### Signal wires on met1, run 1

Supply wires on this layer in grey.
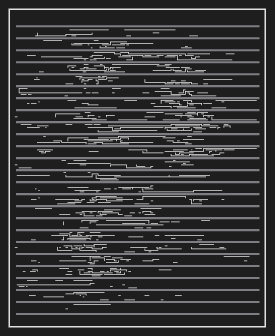
### Metal 2, run 1

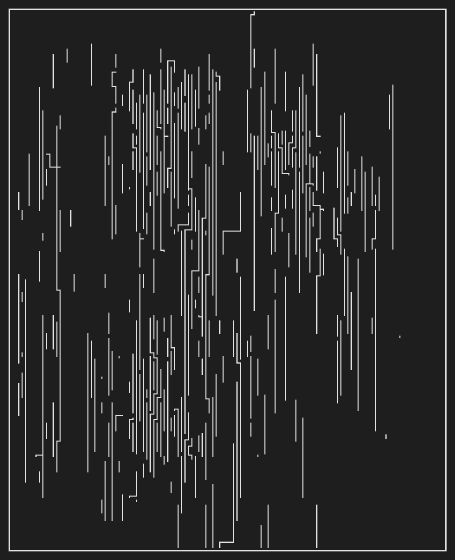
### The metal 3 layer, run 1

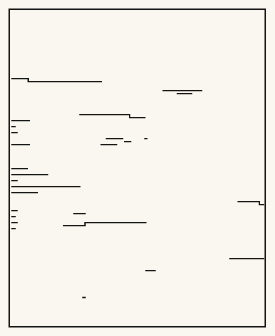
File: src/rtl/local_port_cycle_ctrl_pkg.sv
// Shared types and constants for the local-port bus cycle controller:
// FSM states, DSACK termination codes, 68040 SIZ encodings and the default timeout.
package local_port_cycle_ctrl_pkg;

  typedef enum logic [2:0] {
    ST_IDLE    = 3'd0,
    ST_STROBE  = 3'd1,
    ST_WAIT    = 3'd2,
    ST_ACK     = 3'd3,
    ST_RECOVER = 3'd4
  } state_t;

  localparam logic [1:0] DSACK_IDLE = 2'b11;
  localparam logic [1:0] DSACK_LONG = 2'b00;
  localparam logic [1:0] DSACK_WORD = 2'b01;

  localparam logic [1:0] SIZ_LONG = 2'b00;
  localparam logic [1:0] SIZ_BYTE = 2'b01;
  localparam logic [1:0] SIZ_WORD = 2'b10;
  localparam logic [1:0] SIZ_LINE = 2'b11;

  localparam int TIMEOUT_DEFAULT = 256;

endpackage

File: src/rtl/local_port_cycle_ctrl_lane_decode.sv
// Combinational byte-lane decode: SIZ/A/PORT16 to the active-low nBEN pattern.
// Lane 3 is D31:24; a 16-bit port lives on D31:16 so lanes 1:0 stay off there.
module port_lane_decode
  import local_port_cycle_ctrl_pkg::*;
(
  input  logic [1:0] i_siz,
  input  logic [1:0] i_a,
  input  logic       i_port16,
  output logic [3:0] o_nben
);

  always_comb begin
    o_nben = 4'b0000;
    if (i_port16) begin
      case (i_siz)
        SIZ_BYTE: o_nben = i_a[0] ? 4'b1011 : 4'b0111;
        default:  o_nben = 4'b0011;
      endcase
    end else begin
      case (i_siz)
        SIZ_BYTE: o_nben = ~(4'b1000 >> i_a);
        SIZ_WORD: o_nben = i_a[1] ? 4'b1100 : 4'b0011;
        default:  o_nben = 4'b0000;
      endcase
    end
  end

endmodule

File: src/rtl/local_port_cycle_ctrl.sv
// Local-port bus cycle controller: turns a sampled nTS/nCS request into
// registered strobes, byte enables and a DSACK or bus-error termination.
module local_port_cycle_ctrl
  import local_port_cycle_ctrl_pkg::*;
#(
  parameter int TIMEOUT_CYCLES = TIMEOUT_DEFAULT
) (
  input  logic       CLK40,
  input  logic       RESET,
  input  logic       nTS,
  input  logic       nCS,
  input  logic       RnW,
  input  logic [1:0] SIZ,
  input  logic [1:0] A,
  input  logic       PORT16,
  input  logic [3:0] WAIT_CFG,
  input  logic       nWAIT,
  output logic [1:0] DSACK,
  output logic       nAS,
  output logic       nDS,
  output logic [3:0] nBEN,
  output logic       nBERR
);

  localparam int TO_W = $clog2(TIMEOUT_CYCLES + 1);
  localparam logic [TO_W-1:0] TO_LAST = TO_W'(TIMEOUT_CYCLES - 1);

  state_t          r_state;
  logic [3:0]      r_wait_cnt;
  logic [TO_W-1:0] r_to_cnt;

  logic            r_rnw;
  logic [1:0]      r_siz;
  logic [1:0]      r_a;
  logic            r_port16;
  logic [3:0]      r_wait_cfg;

  logic            w_start;
  logic [3:0]      w_lanes;

  assign w_start = (r_state == ST_IDLE) && !nTS && !nCS;

  port_lane_decode u_lane_decode (
    .i_siz    (r_siz),
    .i_a      (r_a),
    .i_port16 (r_port16),
    .o_nben   (w_lanes)
  );

  // Transfer attributes are captured only on an accepted start; no reset needed.
  always_ff @(posedge CLK40) begin
    if (w_start) begin
      r_rnw      <= RnW;
      r_siz      <= SIZ;
      r_a        <= A;
      r_port16   <= PORT16;
      r_wait_cfg <= WAIT_CFG;
    end
  end

  always_ff @(posedge CLK40 or posedge RESET) begin
    if (RESET) begin
      r_state    <= ST_IDLE;
      r_wait_cnt <= '0;
      r_to_cnt   <= '0;
      DSACK      <= DSACK_IDLE;
      nAS        <= 1'b1;
      nDS        <= 1'b1;
      nBEN       <= 4'b1111;
      nBERR      <= 1'b1;
    end else begin
      case (r_state)
        ST_IDLE: begin
          if (w_start) r_state <= ST_STROBE;
        end
        ST_STROBE: begin
          nAS        <= 1'b0;
          nBEN       <= w_lanes;
          if (r_rnw) nDS <= 1'b0;
          r_wait_cnt <= r_wait_cfg;
          r_to_cnt   <= '0;
          r_state    <= ST_WAIT;
        end
        ST_WAIT: begin
          nDS <= 1'b0;
          if (r_wait_cnt != '0) r_wait_cnt <= r_wait_cnt - 4'd1;
          // Fixed waits must expire and the target must release nWAIT before DSACK.
          if (r_wait_cnt == '0 && nWAIT) begin
            DSACK   <= r_port16 ? DSACK_WORD : DSACK_LONG;
            r_state <= ST_ACK;
          end else if (!nWAIT) begin
            if (r_to_cnt == TO_LAST) begin
              nBERR   <= 1'b0;
              r_state <= ST_ACK;
            end else begin
              r_to_cnt <= r_to_cnt + TO_W'(1);
            end
          end
        end
        ST_ACK: begin
          DSACK   <= DSACK_IDLE;
          nBERR   <= 1'b1;
          nAS     <= 1'b1;
          nDS     <= 1'b1;
          nBEN    <= 4'b1111;
          r_state <= ST_RECOVER;
        end
        ST_RECOVER: begin
          r_state <= ST_IDLE;
        end
        default: begin
          r_state <= ST_IDLE;
        end
      endcase
    end
  end

endmodule

File: config.mk
export PLATFORM = sky130hd
export DESIGN_NAME = local_port_cycle_ctrl
export DESIGN_NICKNAME = d
export VERILOG_FILES = /design/src/rtl/local_port_cycle_ctrl_pkg.sv /design/src/rtl/local_port_cycle_ctrl_lane_decode.sv /design/src/rtl/local_port_cycle_ctrl.sv
export SDC_FILE = /design/constraint.sdc
export NUM_CORES = 1
export LEC_CHECK = 0
export CAP_MARGIN = 25
export CORE_ASPECT_RATIO = 1.25
export CORE_UTILIZATION = 45
export CTS_CLUSTER_SIZE = 28
export DETAILED_ROUTE_END_ITERATION = 10
export PLACE_DENSITY = 0.76
export SLEW_MARGIN = 20
export SYNTH_ARGS = -nofsm -noshare
export SYNTH_HDL_FRONTEND = slang
export SYNTH_SLANG_ARGS = --single-unit
File: constraint.sdc
create_clock -name CLK40 -period 4.7 [get_ports CLK40]
set_clock_uncertainty 0.2 [all_clocks]
set_input_delay 0.94 -clock CLK40 [delete_from_list [all_inputs] [get_ports CLK40]]
set_output_delay 0.94 -clock CLK40 [all_outputs]
set_load 0.01 [all_outputs]
==> flow_summary_export.csv, run 1 <==
group,metric,value,unit
final_layout,final_cell_area,2090,sq um
placement,dpl_cell_area,1990,sq um
floorplan,core,3600,sq um
logic_synthesis,synthFlopType,"dfrtp_1",
final_layout,most-common-layout-cells,"23 x clkdlybuf4s50_1, 16 x dfrtp_1, 13 x nor2_1, 13 x inv_1",
placement,dp_hpwl,2410,um
final_layout,diodes,0,
logic_synthesis,ys_seq_frac,0.536,
final_timing,rsz0062_at_grt,"false",
placement,port-buffer-count,23,
final_timing,hold_viol_final,0,
floorplan,rows,24,
logic_synthesis,fp_nets,182,
logic_synthesis,syn_inst,161,
run_status,violations,"DRC",
final_timing,period_needed,2520,ps
global_route,grt_pass1_wl,5750,um
logic_synthesis,ys_types,42,
global_route,grt_antenna_before_repair,0,
pwr,total_power,1.03,mW
global_route,first_global_vias,1299,
logic_synthesis,yosys_area,1750,sq um
clock_tree,cts_resized,0,
critical_path,endpoint_kind,"flip-flop",
placement,gp_congestion,0.869,
final_timing,timing.final.max_slew_violations,0,
clock_tree,cts_max_path_buffers,2,
pwr,vdd_drop_max,0.300,mV
clock_tree,cts_post_setup_buffers_inserted,0,
global_route,grt_use_total,0.186,
logic_synthesis,async_reset_ff_frac,0.714,
route,drtAntennaViolNets,0,
clock_tree,cts_buffers,5,
critical_path,startpoint_type,"input port",
final_timing,setup_viol,0,
pwr,power.density,495,nW/um^2
final_timing,worst_pin_slew,635,ps
global_route,grt_overflow,0,
floorplan,die_x,57.7,um
final_timing,max_freq,397,MHz
placement,place_inst,217,
route,drc,1,
job,maxCapViolations,0,
clock_tree,htree_levels,2,
worst_hold_path,hold_path_class,"reg2reg",
logic_synthesis,synth.avg_cell_area,10.9,sq um
clock_tree,cts.sink_count,35,
route,drt_wl_total,3360,um
run_status,status,"finished, violations left",
logic_synthesis,ys_ff,35,
route,via_count,1265,
final_layout,drive_above_1_share,0.134,
global_route,grt_max_degree,26,
final_layout,area_delta_synth_final,19.5,%
route,post_drt_via_cell_ratio,5.60,
critical_path,path_class,"in2reg",
final_layout,fin_cells,226,
final_timing,fin_setup_tns,0,ps
critical_path,crit_fanout,7,
final_timing,relSlewSlack,0.576,
floorplan,fp_util,0.485,
clock_tree,path_clk_slew,70,ps
floorplan,io_pins,24,
final_layout,nNetsFinal,207,
logic_synthesis,yosysCellCount,161,
final_layout,layout_top_cell,"clkdlybuf4s50_1",
route,dr.pass1.iters,7,
clock_tree,cts_tree,"done",
logic_synthesis,syn-cell-area,1750,sq um
logic_synthesis,edf_count,10,
critical_path,cp.arrival,2500,ps
pwr,p_leak,0.892,nW
final_timing,fin_crit_sh,0.536,
route,drtIter0Drc,28,
clock_tree,clock_latency,290,ps
clock_tree,cts_hold_buf,0,
logic_synthesis,yosys_warnings,0,
floorplan,fp.dieH,71.7,um
route,wl_per_cell,14.9,um
Notes on 'Signal wires on met1' above:
wire length on this layer	1310 um
share of all routed wire	39%
main direction	horizontal

Notes on 'Metal 2' above:
nets with wire on the layer	180
main direction	vertical
share of all routed wire	55%
wire length on this layer	1840 um
longest straight run	30.9 um

Notes on 'The metal 3 layer' above:
main direction	horizontal
wire length on this layer	142 um
nets with wire on the layer	22

run 1: worst max-delay path, stage by stage:
cell,delay (ps)
clkdlybuf4s50_1,470
nor4b_4,440
nor2_2,80
or2_4,270
mux2_4,290
run 1: kinds of logic after synthesis:
family	Yosys count	synth area share
adder cells (fa/ha/maj)	6	0.0429
buffers and inverters	20	0.0508
flip-flops	35	0.536
AND/OR/NAND/NOR	58	0.194
XOR/XNOR	6	0.0301
multiplexers	2	0.0150
AND-OR/OR-AND	34	0.131
run 1: per-stage QoR:
step	setup WS (ps)	hold slack, ps	util
2_1_floorplan	2070	265	-
3_3_place_gp	1910	256	0.553
3_5_place_dp	1890	264	0.553
4_1_cts	2180	274	0.576
5_1_grt	2090	297	0.580
6_report	2180	273	0.580
run 1: registers in the layout, summed over array words and instances, names as in the netlist:
| signal | cells |
|---|---|
| r_to_cnt | 9 |
| r_port16 | 1 |
| nAS | 1 |
| nDS | 1 |
| r_wait_cnt | 4 |
| r_rnw | 1 |
| r_a | 2 |
| DSACK | 2 |
| r_state | 3 |
| r_wait_cfg | 4 |
| r_siz | 2 |
| nBEN | 4 |
| nBERR | 1 |
run 1: area by class of cell:
type,count,area [sq um]
sequential,35,937
timing repair buffer,25,253
tap,39,48.8
clock buffer,6,72.6
multi-input combinational,106,722
clock inverter,2,7.51
inverter,13,48.8
fill,311,1510
run 1: report_power, final:
part	switching [mW]	total (mW)	leakage (nW)	internal (mW)
sequential	0.0683	0.482	0.397	0.414
combinational	0.164	0.349	0.455	0.185
clock	0.102	0.203	0.0403	0.101
total	0.334	1.03	0.892	0.700
run 1: Yosys cell counts, types with 5 or more instances:
master / count / area share
xor2_1: 6 / 0.030
ha_1: 6 / 0.043
nor2_1: 13 / 0.028
dfstp_2: 9 / 0.14
nand2_1: 11 / 0.024
dfrtp_1: 16 / 0.23
nor3_1: 6 / 0.017
o21ai_0: 11 / 0.031
inv_1: 13 / 0.028
edfxtp_1: 10 / 0.17
a21oi_1: 6 / 0.017
buf_2: 5 / 0.014
nor2b_1: 6 / 0.021
run 1: layer usage:
metal  routed length [um]  GRT usage  part of all wire  up-vias
li1                     -          -                 -      613
met1                 1310      0.204              0.39      614
met2                 1840      0.333              0.55       31
met3                  142     0.0542             0.042        7
met4                   63     0.0767             0.019        0
met5                    0          0                 0        -
run 1: final timing paths:
path,startpoint,to,slack (ps),cells past startpoint
max,nWAIT,r_to_cnt[0]$_DFFE_PP0P_,2180,5
min,DSACK[0]$_DFFE_PP1P_,DSACK[0]$_DFFE_PP1P_,270,2
max reg2reg,r_to_cnt[0]$_DFFE_PP0P_,r_to_cnt[0]$_DFFE_PP0P_,2350,8
min reg2reg,DSACK[0]$_DFFE_PP1P_,DSACK[0]$_DFFE_PP1P_,270,2
max in group asynchronous,RESET,DSACK[0]$_DFFE_PP1P_,3000,3
min in group asynchronous,RESET,r_to_cnt[2]$_DFFE_PP0P_,750,2
### Clock wiring as the flow saved it, run 1

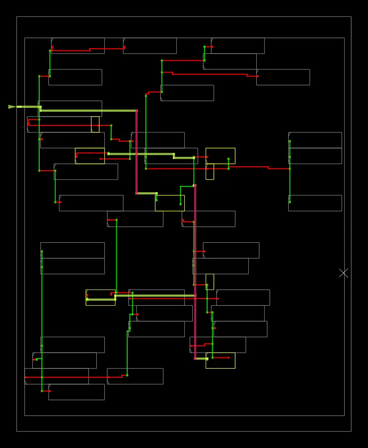

==> inputs of run 2 (changes only) <==
==> constraint.sdc (replaced) <==
create_clock -name CLK40 -period 2.5 [get_ports CLK40]
set_clock_uncertainty 0.2 [all_clocks]
set_input_delay 0.5 -clock CLK40 [delete_from_list [all_inputs] [get_ports CLK40]]
set_output_delay 0.5 -clock CLK40 [all_outputs]
set_load 0.01 [all_outputs]
### Clock wiring as the flow saved it, run 2

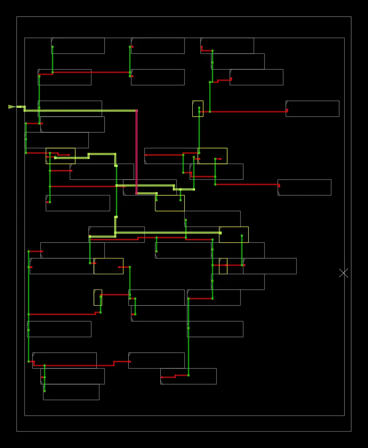
Flops: 35
Clock Sinks: 35
CTS Buf Count: 5
clock buffers: 7

### Signal wires on met1, run 2

Supply wires on this layer in grey.
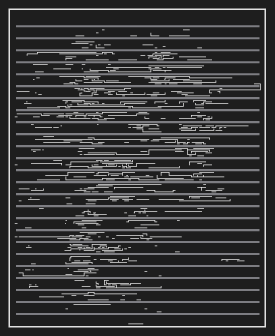
wire length on this layer	1370 um
nets with wire on the layer	185
share of all routed wire	42%
longest straight run	15.2 um
main direction	horizontal

==> run 2 against run 1 <==
  * Die size stayed put
  * Sequential share of layout area fell by 0.35 points
  * Synthesized cell count stayed put
  * The run still ends with DRC left
  * Utilization is 0.45 points higher
  * Critical endpoint unchanged
  * Highest routed layer unchanged
==> flow_summary_export.csv, run 2 <==
group,metric,value,unit
run_status,status,"finished, violations left",
run_status,violations,"DRC",
route,post_drt_via_cell_ratio,5.68,
clock_tree,cts_hold_buf,0,
logic_synthesis,synth_top_cell_by_count,"dfrtp_1",
logic_synthesis,yosysCellCount,161,
logic_synthesis,ys_seq_frac,0.536,
final_timing,setup_viol,0,
route,drc,1,
logic_synthesis,edf_count,10,
final_layout,fillers,297,
logic_synthesis,synth.avg_cell_area,10.9,sq um
pwr,p_int,1.34,mW
pwr,p_switching,644,uW
critical_path,slowest_stage,"dfrtp_1",
logic_synthesis,aoi_share,0.131,
final_timing,timing.final.max_slew_violations,0,
clock_tree,cts_max_path_buffers,2,
final_timing,period_needed,2210,ps
pwr,p_leak,0.907,nW
route,drtAntennaViolNets,0,
final_layout,layout_top_cell,"clkdlybuf4s50_1",
placement,port-buffer-count,23,
final_layout,most-common-layout-cells,"23 x clkdlybuf4s50_1, 16 x dfrtp_1, 13 x nor2_1, 13 x inv_1",
pwr,p_seq_frac,0.459,
critical_path,r2r_slack,290,ps
critical_path,startpoint_type,"flip-flop",
logic_synthesis,netlist_top_cells_count,"16 x dfrtp_1, 13 x inv_1, 13 x nor2_1",
placement,dpl_cell_area,2020,sq um
pwr,netSwitchingFraction,0.325,
final_timing,rsz0062_at_grt,"false",
global_route,grt_max_degree,26,
logic_synthesis,async_reset_ff_frac,0.714,
logic_synthesis,fp_nets,182,
final_layout,drive_above_1_share,0.153,
final_layout,top_register,"r_to_cnt",
logic_synthesis,fa_ha_area_frac,0.0429,
logic_synthesis,area_leaders,"dfrtp_1 23%, edfxtp_1 17%, dfstp_2 14%",
logic_synthesis,yosysTopAreaCellShare,0.229,
critical_path,cp.arrival,2170,ps
critical_path,cpMostUsedCell,"ha_1",
global_route,grt_use_total,0.181,
route,via_count,1300,
critical_path,crit_chain,"ha_1 > nand3_1 > nor2_1 > ha_1 > nor4b_4 > nor2_2 > or2_4 > mux2_4",
critical_path,critPathMaxStageDelay,410,ps
global_route,first_global_vias,1318,
logic_synthesis,synthFlopType,"dfrtp_1",
-- run 2: layer usage --
layer / up-vias / global-route usage / part of all wire
met2: 32 / 0.322 / 0.53
met4: 0 / 0.0608 / 0.012
met3: 6 / 0.0614 / 0.041
li1: 620 / - / -
met5: - / 0 / 0
met1: 642 / 0.200 / 0.42
-- run 2: cell families (layout without fill, tap and decap cells) --
| logic type | count (synthesis) | count (layout) |
|---|---|---|
| DFF | 35 | 35 |
| buffers and inverters | 20 | 49 |
| and+or+nand+nor | 58 | 58 |
| muxes | 2 | 2 |
| xor gates and xnor gates | 6 | 6 |
| adders and majority gates | 6 | 6 |
| AOI/OAI and AO/OA | 34 | 34 |
-- run 2: tightest hold or removal path: stages (launching register included) --
cell and delay [ps]:
dfstp_2 380, inv_1 40, a21oi_1 50
-- run 2: through the flow --
step	total power [mW]	instances	util
detailed placement	1.60	221	0.562
global placement	1.56	221	0.562
global route	2.10	229	0.584
floorplan	1.34	161	-
CTS	1.99	229	0.584
finish	1.98	229	0.584
-- run 2: power groups by stage --
stage / combinational (mW) / sequential, mW / clock (mW)
floorplan: 0.437 / 0.903 / 0
global placement: 0.653 / 0.910 / 0
detailed placement: 0.685 / 0.916 / 0
CTS: 0.688 / 0.907 / 0.395
global route: 0.754 / 0.931 / 0.420
finish: 0.682 / 0.908 / 0.390
-- run 2: cell type report --
type	instances	area, sq um	area share
inverter	13	48.8	0.0232
tap	39	48.8	0.0232
multi-input combinational	106	722	0.343
sequential	35	937	0.445
clock buffer	7	76.3	0.0362
clock inverter	1	5.00	0.00238
timing repair buffer	28	268	0.127
-- run 2: final timing paths --
path / startpoint / end / cells past startpoint
setup / recovery: r_to_cnt[0]$_DFFE_PP0P_ / r_to_cnt[0]$_DFFE_PP0P_ / 8
max in group asynchronous: RESET / nDS$_DFFE_PP1P_ / 3
hold reg to reg: DSACK[0]$_DFFE_PP1P_ / DSACK[0]$_DFFE_PP1P_ / 2
hold / removal: DSACK[0]$_DFFE_PP1P_ / DSACK[0]$_DFFE_PP1P_ / 2
setup reg to reg: r_to_cnt[0]$_DFFE_PP0P_ / r_to_cnt[0]$_DFFE_PP0P_ / 8
min in group asynchronous: RESET / r_to_cnt[6]$_DFFE_PP0P_ / 3
No activity file was given, so power comes from the tool's default toggle rates.
